Design hill_cipher_decrypt_flat, sky130hd; sources not shown.
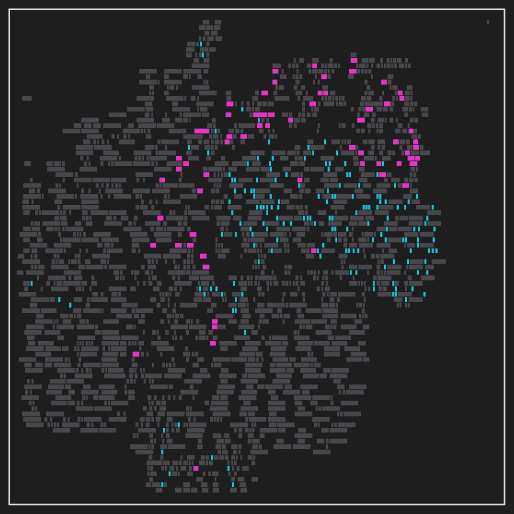
(gate-type map)
Drawn at 2 px/micron.
| color | family | cells |
|---|---|---|
| cyan | inverters | 162 |
| magenta | AND-OR and OR-AND gates | 62 |
Post-Layout Cell Count: 2,604
Comb area share: 61.08%

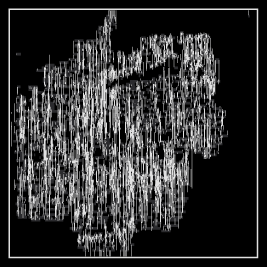
(the metal 2 layer)
Drawn at 1 px/micron.
share of all routed wire: 48%
wire length on this layer: 23.8 mm
Vias: 14,080
Post-Route WL: 49,230 microns
met2 Usage GRT: 27.98%

==> deck_impl_summary.md <==
Physical Implementation Snapshot

Logic synthesis
  • #FFs+latches synth: 192
  • Dominant register cell: dfrtp_1
  • Avg Inst Size Synth: 9.321 sq um
  • Yosys adder share: 16.26%
  • Top cells, area: dfrtp_1 (28%), mux4_2 (9.4%), fa_1 (9.2%)
  • Aoi share: 16.82%
  • Syn Inst Count: 1,867
  • Cell type with the largest total area: dfrtp_1
  • YS chip area: 17,400 sq um
  • Floorplan Nets: 2,069
  • Ys cells: 1,867
  • Synth mux share: 16.28%
  • Post-synth EDFFs: 0
  • YS warnings: 0
  • Yosys top cell area share: 27.61%
  • Xor/xnor share: 1.905%
  • Most numerous cell in the Yosys netlist: nand2_1
  • Ys async rst share: 100.0%
  • Unique cell types: 91
  • Post-synthesis instance area: 17,400 sq um
  • Main logic family: AND-OR/OR-AND gates

Routing
  • Length of the first detailed-routing pass in iterations: 5
  • DRT antenna net count: 0
  • WL/cell: 18.90 microns
  • Routed vias/inst: 5.406

Clock network
  • Sink Count: 192
  • Post-CTS Resized: 0
  • Clk_lat worst skew: 0.45 ns
  • Postcts setup bufs: 0
  • CTS HTree Levels: 4
  • CTS buffer count: 17
  • CTS tree: done

Flow run
  • Max Cap Viol: 0
  • OpenROAD warnings: 40

Critical path
  • CP endpoint kind: flip-flop
  • Crit path DRT: 21.48 ns
  • Crit path arrival time: 18.79 ns
  • CP most frequent cell: fa_1
  • Setup crit start kind: flip-flop
  • R2R Setup Slk: 2.69 ns
  • Slowest-stage cell, CP: nor2_2
  • Reg2reg path depth: 56
  • Critical path peak fanout: 22
  • Crit path depth: 56

Floorplan
  • Rows: 87
  • Die width: 246.8 microns
  • Die height: 246.8 microns
  • I/O pin count: 38
  • Core Util at FP: 30.57%
  • Core Area: 56,930 sq um

Place
  • GP Congestion: 0.8792
  • IO Port Bufs: 36
  • Placed insts: 2,573
  • Cell Area, Placed: 18,440 sq um

Status
  • Status: finished clean

STA
  • RSZ-0062 raised after global routing: false
  • Slew Limit Fails: 0
  • Period Utilization, post-route: 87.44%
  • Setup TNS: 0 ns
  • Final min period: 18.71 ns
  • Setup violations, final: 0

Cells and area
  • Fill count: 5,820
  • Final Core Density: 33.39%
  • Sequential Area: 4806 sq um
  • Multi-input combinational cell area: 11,610 sq um
  • Layout cells sized above 1: 12.99%
  • Post-layout instance area: 19,010 sq um

Global route
  • Initial antenna violation count: 0
  • Largest net degree at the start of global routing: 124
  • Vias in the first global route: 14,070
  • Gr usage total: 16.48%
  • Global route overflow: 0

Min path
  • HP Class: flip-flop to flip-flop
  • Hold Crit Depth: 1
cell usage in the layout (no fill, tap or decap), drive strengths merged, types with 9 or more instances in the layout:
cell type,count
o21ai,143
clkbuf,19
fa,80
a21o,11
mux2,70
nand2,231
buf,14
a31oi,16
mux4,73
ha,95
o22ai,13
xnor2,27
inv,167
a221o,9
nor2,146
o31ai,14
nand3,22
nor3,36
a22oi,15
a21oi,100
o211ai,18
and2,16
xor2,10
clkdlybuf4s50,35
nor2b,17
mux2i,40
a22o,11
dfrtp,192
or2,19
nor3b,11
nand2b,22
a41oi,15
final cells by class:
type / count / share of cell area (%)
Timing Repair Buffer: 50 / 2.469
Tap cell: 756 / 4.977
Sequential cell: 192 / 25.28
Inverter: 162 / 3.199
Clock buffer: 18 / 2.311
Multi-Input combinational cell: 1413 / 61.08
Clock inverter: 13 / 0.6780
stage by stage:
stage               setup slack, ns  hold slack [ns]
CTS                           2.575           0.2761
detailed placement            2.624           0.2595
floorplan                     4.801           0.2353
global placement              2.982           0.2530
finish                        2.688           0.2735
global route                  1.167           0.3038
layer usage:
layer | vias to the layer above | part of all wire [%] | GRT usage [%]
li1 | 6597 | - | -
met2 | 340 | 48 | 27.98
met1 | 7090 | 46 | 22.13
met4 | 0 | 1.7 | 4.247
met5 | - | 0 | 0
met3 | 49 | 4.2 | 2.201
